Fig. 1: M2 wires
Scale: 1.5 px per um.
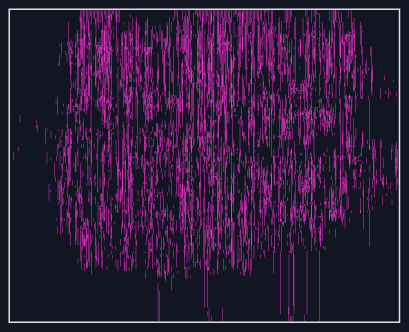
Fig. 2: floorplan with the power grid
Scale: 1.5 px per um. Pins as bars on the die edge.
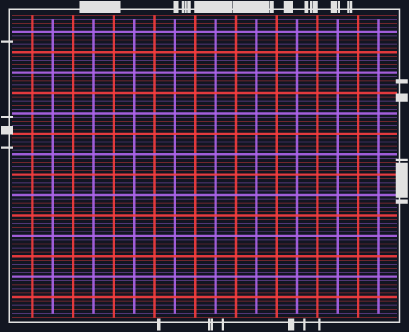
Fig. 3: cell area per tile
Scale: 1.5 px per um. The die is cut into 26 by 21 equal tiles; black is low, pale yellow is high, 0 to 100% covered.
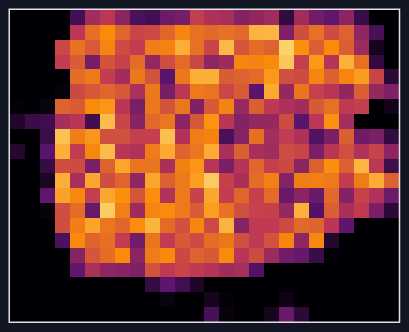
## src/rtl/pot_smoother.sv

```systemverilog
// rtl/pot_smoother.sv - per-channel IIR low-pass with hysteresis gate for pot ADC samples
module pot_smoother #(
    parameter int NUM_POTS = 12,
    parameter int SHIFT    = 2,
    parameter int HYST     = 2
) (
    input  logic                    clk,
    input  logic                    rst_n,
    input  logic [9:0]              value,
    input  logic [3:0]              pot_index,
    input  logic                    value_valid,
    output logic [10*NUM_POTS-1:0]  pot_values,
    output logic                    change_valid,
    output logic [3:0]              change_index,
    output logic [9:0]              change_value,
    output logic                    overrun,
    output logic                    bad_index
);

    localparam int         AW     = 10 + SHIFT;
    localparam logic [4:0] NP5    = 5'(NUM_POTS);
    localparam logic [9:0] HYST10 = 10'(HYST);
    localparam logic [AW:0] RND   = (AW+1)'(1 << (SHIFT - 1));

    typedef enum logic [1:0] {S_IDLE, S_LOAD, S_FILTER, S_DECIDE} state_t;

    state_t r_state;
    state_t w_next;

    // per-channel state
    logic [AW-1:0]       r_acc [NUM_POTS];
    logic [9:0]          r_rep [NUM_POTS];
    logic [NUM_POTS-1:0] r_primed;

    // working registers for the sample in flight
    logic [9:0]    r_x;
    logic [3:0]    r_idx;
    logic [AW-1:0] r_acc_w;
    logic [9:0]    r_rep_w;
    logic          r_primed_w;
    logic [AW-1:0] r_acc_n;
    logic [9:0]    r_filt;

    logic          w_in_range;
    logic          w_accept;
    logic [AW:0]   w_acc_sum;
    logic [AW:0]   w_rounded;
    logic [AW-1:0] w_acc_n;
    logic [9:0]    w_filt;
    logic [9:0]    w_diff;
    logic          w_upd;

    assign w_in_range = ({1'b0, pot_index} < NP5);
    assign w_accept   = value_valid && (r_state == S_IDLE) && w_in_range;

    // filter arithmetic; one extra bit keeps the rounding add from wrapping
    always_comb begin
        w_acc_sum = (AW+1)'(r_acc_w) - (AW+1)'(r_acc_w >> SHIFT) + (AW+1)'(r_x);
        w_rounded = (w_acc_sum + RND) >> SHIFT;
        if (!r_primed_w) begin
            w_acc_n = AW'(r_x) << SHIFT;
            w_filt  = r_x;
        end else begin
            w_acc_n = w_acc_sum[AW-1:0];
            w_filt  = (w_rounded > (AW+1)'(1023)) ? 10'd1023 : w_rounded[9:0];
        end
    end

    // hysteresis gate with endpoint overrides so the rails are always reachable
    always_comb begin
        w_diff = (r_filt > r_rep_w) ? (r_filt - r_rep_w) : (r_rep_w - r_filt);
        w_upd  = !r_primed_w
              || (w_diff > HYST10)
              || (r_filt == 10'd0    && r_rep_w != 10'd0)
              || (r_filt == 10'd1023 && r_rep_w != 10'd1023);
    end

    // state register
    always_ff @(posedge clk or negedge rst_n) begin
        if (!rst_n) r_state <= S_IDLE;
        else        r_state <= w_next;
    end

    // next-state: fixed four-cycle walk once a sample is accepted
    always_comb begin
        w_next = r_state;
        case (r_state)
            S_IDLE:   if (w_accept) w_next = S_LOAD;
            S_LOAD:   w_next = S_FILTER;
            S_FILTER: w_next = S_DECIDE;
            S_DECIDE: w_next = S_IDLE;
            default:  w_next = S_IDLE;
        endcase
    end

    // datapath, channel memory, change strobe and sticky error flags
    always_ff @(posedge clk or negedge rst_n) begin
        if (!rst_n) begin
            for (int i = 0; i < NUM_POTS; i++) begin
                r_acc[i] <= '0;
                r_rep[i] <= '0;
            end
            r_primed     <= '0;
            r_x          <= '0;
            r_idx        <= '0;
            r_acc_w      <= '0;
            r_rep_w      <= '0;
            r_primed_w   <= 1'b0;
            r_acc_n      <= '0;
            r_filt       <= '0;
            change_valid <= 1'b0;
            change_index <= '0;
            change_value <= '0;
            overrun      <= 1'b0;
            bad_index    <= 1'b0;
        end else begin
            change_valid <= 1'b0;
            if (value_valid && r_state != S_IDLE)
                overrun <= 1'b1;
            if (value_valid && r_state == S_IDLE && !w_in_range)
                bad_index <= 1'b1;
            case (r_state)
                S_IDLE: begin
                    if (w_accept) begin
                        r_x   <= value;
                        r_idx <= pot_index;
                    end
                end
                S_LOAD: begin
                    r_acc_w    <= r_acc[r_idx];
                    r_rep_w    <= r_rep[r_idx];
                    r_primed_w <= r_primed[r_idx];
                end
                S_FILTER: begin
                    r_acc_n <= w_acc_n;
                    r_filt  <= w_filt;
                end
                S_DECIDE: begin
                    r_acc[r_idx]    <= r_acc_n;
                    r_primed[r_idx] <= 1'b1;
                    if (w_upd) begin
                        r_rep[r_idx] <= r_filt;
                        change_valid <= 1'b1;
                        change_index <= r_idx;
                        change_value <= r_filt;
                    end
                end
                default: ;
            endcase
        end
    end

    for (genvar g = 0; g < NUM_POTS; g++) begin : g_out
        assign pot_values[10*g +: 10] = r_rep[g];
    end

endmodule

```

## config.mk

```make
export PLATFORM = sky130hd
export DESIGN_NAME = pot_smoother
export DESIGN_NICKNAME = d
export VERILOG_FILES = /design/src/rtl/pot_smoother.sv
export SDC_FILE = /design/constraint.sdc
export NUM_CORES = 1
export LEC_CHECK = 0
export CORE_ASPECT_RATIO = 0.8
export CORE_UTILIZATION = 35
export CTS_BUF_LIST = sky130_fd_sc_hd__clkbuf_4
export DETAILED_ROUTE_END_ITERATION = 16
export PLACE_DENSITY = 0.61
export SKIP_LAST_GASP = 1
export SLEW_MARGIN = 20
export SYNTH_ARGS = -nofsm -noshare
export SYNTH_HDL_FRONTEND = slang
export SYNTH_SLANG_ARGS = --single-unit
```

## constraint.sdc

```tcl
create_clock -name clk -period 7.75 [get_ports clk]
set_input_delay 2.325 -clock clk [delete_from_list [all_inputs] [get_ports clk]]
set_output_delay 2.325 -clock clk [all_outputs]
set_load 0.01 [all_outputs]
```

==> notes.md <==
Numbers from the implementation run.

The run finished with clean final reports. The report lists the cells along the critical path as inv_1 -> ha_1 -> inv_1 -> fa_1 -> a21oi_1 -> o211ai_1 -> o211ai_2 -> or3_1 -> a21boi_0 -> or2_2 -> o31a_1 -> mux2_4. The TritonCTS buffer count is 91. In this run the core area contains 74 standard-cell rows.

By count the netlist is led by 354 x sky130_fd_sc_hd__dfrtp_1, 190 x sky130_fd_sc_hd__mux2_2, 110 x sky130_fd_sc_hd__nand2_1. The number of placed instances with taps included is 2,257. STA lists the endpoint of the worst register-to-register path as pot_values[101]. In this run the worst path has a maximum fanout of 17. The fraction of layout cells with a size suffix above 1 is 30.7%.

Along the critical path, the tally of buffer and inverter instances is 2. In the final routing, the length of wire on met1 measures 25,800 um. The cell sitting at the root of the clock tree is a sky130_fd_sc_hd__clkbuf_4. The part of the cycle the worst path needs is 63.4%. In this run the register-to-register setup slack is 2840 ps. The standard cell area after detailed placement is 20,700 um^2. The longest clock path from root to sink contains 3 buffers. The area fraction in full adders, half adders and majority gates is 3.80%. TritonCTS reports the number of clock sinks as 354. The type of the worst setup path is flop to flop. The register with the most flip-flops in the layout has 144 of them.

In the final routed layout, each cell accounts on average for 22.6 um. STA shows the worst min-delay path finishing at r_primed[4]. The capture point of the worst path is pot_values[101]. The later pin in the worst-skew pair is clocked with a latency of 800 ps.

The measured slew at the worst slew-check pin is 1080 ps. The H-tree generated during clock tree synthesis spans 3 levels. During I/O placement, the number of pins put on the boundary was 154. After clock tree synthesis, the flow added hold-fix buffers numbering 0. The pin count of the biggest net entering global routing is 163. The top register by number of flip-flops is r_acc. The initial standard-cell utilization of the core is 35.8%. The final-layout fill cell count is 4,803. The beginning of the worst hold path is r_primed[4]. The synthesized design contains 0 enable-type register cells. For this run, the final setup violation count is recorded as 0.

Among all stages on the critical path, the maximum delay recorded is 820 ps. The routing usage on met3 is 5.49%. After floorplanning, the die was sized to cover 53,800 um^2. The number of nets at the end of the flow is 1,732. Global routing used 20.4% of the available tracks. The critical path endpoint has a required time of 8380 ps.

In this run the post-CTS setup repair buffer count came out at 0. The finished layout holds 2,415 standard cells, fillers aside. The global placement routability congestion is 0.919. The number of stages on the worst hold path is 1. Per the layout area report, the combinational gate area comes to 8920 um^2.

STA classifies the critical path endpoint as a flop. The post-synthesis share of cell area spent on and-or and or-and gates is 10.8%.

The total wirelength of the detailed-routed design is 54,500 um. The per-instance average area after synthesis is 12.3 um^2. The stage-log warning count is 42.

The DRC violation count after routing is 0. The total met3 wirelength after detailed routing is 4060 um. The final worst slack is 2840 ps. Summed over all nets, wire length on met2 after detailed routing comes to 23,600 um. The final-layout non-clock buffer area share is 8.03%.

Per the layout report, the design carries 73 non-clock inverters. In this build the clock could be raised as far as 0.204 GHz. The number of distinct standard cells referenced by the synthesized netlist is 71. Port buffering added 153 buffers. The footprint of the flip-flops and latches is 8870 um^2. The highest-utilization routing layer at the global route stage is met1. After layout the clock buffers and inverters come to 5.20% of cell area. Setup total negative slack on the finished layout was measured at 0 ps. The worst pin sits at a relative slew slack of 27.7%. The cell family with the largest share of critical-path delay is AND-OR/OR-AND gates. The clock period minus final worst setup slack is 4910 ps.

The proportion of register bits with asynchronous set or reset after synthesis is 100%. The timing report shows the most common cell along the critical path to be sky130_fd_sc_hd__inv_1. In this run the maximum-capacitance check reported violations numbering 0. The fraction of synthesized cell area in xor and xnor cells is 0.899%.

The worst hold margin is 464 ps. After routing the design area is 21,800 um^2. In this run, the synthesized area fraction spent on and/or/nand/nor cells is recorded as 7.75%. During synthesis, Yosys emitted a total of 0 warnings.

In the final report, the number of pins over their slew limit comes to 0. The number of standard cells reported by yosys is 1,510. In the post-synthesis netlist, the biggest area contributors are sky130_fd_sc_hd__dfrtp_1 48%, sky130_fd_sc_hd__mux2_2 12%, sky130_fd_sc_hd__mux4_2 8.4%.

Detailed-route iteration 0 reported a violation count of 1,096. The worst setup path is launched from a flop. The most area-hungry cell class in the final design is combinational gates.

The commonest register cell is sky130_fd_sc_hd__dfrtp_1. The detail route stage leaves a number of antenna-violating nets equal to 0. Per the cell usage report, the commonest logic cells after layout are 351 x sky130_fd_sc_hd__dfrtp_1, 190 x sky130_fd_sc_hd__mux2_2, 152 x sky130_fd_sc_hd__clkdlybuf4s50_1. In the finished layout, the clock tree contains a buffer count of 128.

Per the final timing report, the hold violations number 0. The final layout report lists a non-clock buffer count of 180. The arrival time reported for the critical path endpoint is 5540 ps. The met1 track demand over resource is 30.3%. On the final layout, the worst clock skew is 67.7 ps. The area reported by Yosys stat is 18,500 um^2. The summed instance area of the synthesized netlist is 18,500 um^2. The number of global-route vias before repair is 13.4k. Among logic cells in the layout, the one with the most instances is sky130_fd_sc_hd__dfrtp_1. The CTS clock-pin slew for the worst setup and hold paths is 70 ps. The area fraction in mux cells is 24.7%. The share of cell area taken by flip-flops and latches is 40.7%. The register area share after synthesis is 47.9%. Between the synthesized netlist and the finished layout, the area growth was recorded as 17.8%. The highest metal layer with signal wires is met4. The first global-routing pass estimated 84,400 um of wire.

The cell depth of the worst setup path is 12. The number of cells on the worst reg-to-reg path is 12. Setup repair after global routing left no endpoint under its margin.
-- Fig. 1 (at the start) --
share of all routed wire	43%
nets with wire on the layer	1,504
wire length on this layer	23.6 mm

-- Fig. 2 (at the start) --
color	net
purple	VDD
red	VSS
met5 straps	14
rows	74
signal pins	154

-- Fig. 3 (at the start) --
nearly empty tiles	27%
fullest tile	90%
emptiest ninth of the die	bottom right
mean over tiles	39%
tiles over 75% full	8.6%
Std-Cell Core Area: 51,700 um^2
utilization of the core after routing: 42.2%

==> worst register-to-register path, cell delays in order (launching register included) <==
cell and delay (ps):
sky130_fd_sc_hd__dfrtp_1 820, sky130_fd_sc_hd__inv_1 150, sky130_fd_sc_hd__ha_1 240, sky130_fd_sc_hd__inv_1 70, sky130_fd_sc_hd__fa_1 270, sky130_fd_sc_hd__a21oi_1 130
sky130_fd_sc_hd__o211ai_1 320, sky130_fd_sc_hd__o211ai_2 320, sky130_fd_sc_hd__or3_1 470, sky130_fd_sc_hd__a21boi_0 480, sky130_fd_sc_hd__or2_2 410, sky130_fd_sc_hd__o31a_1 750
sky130_fd_sc_hd__mux2_4 360
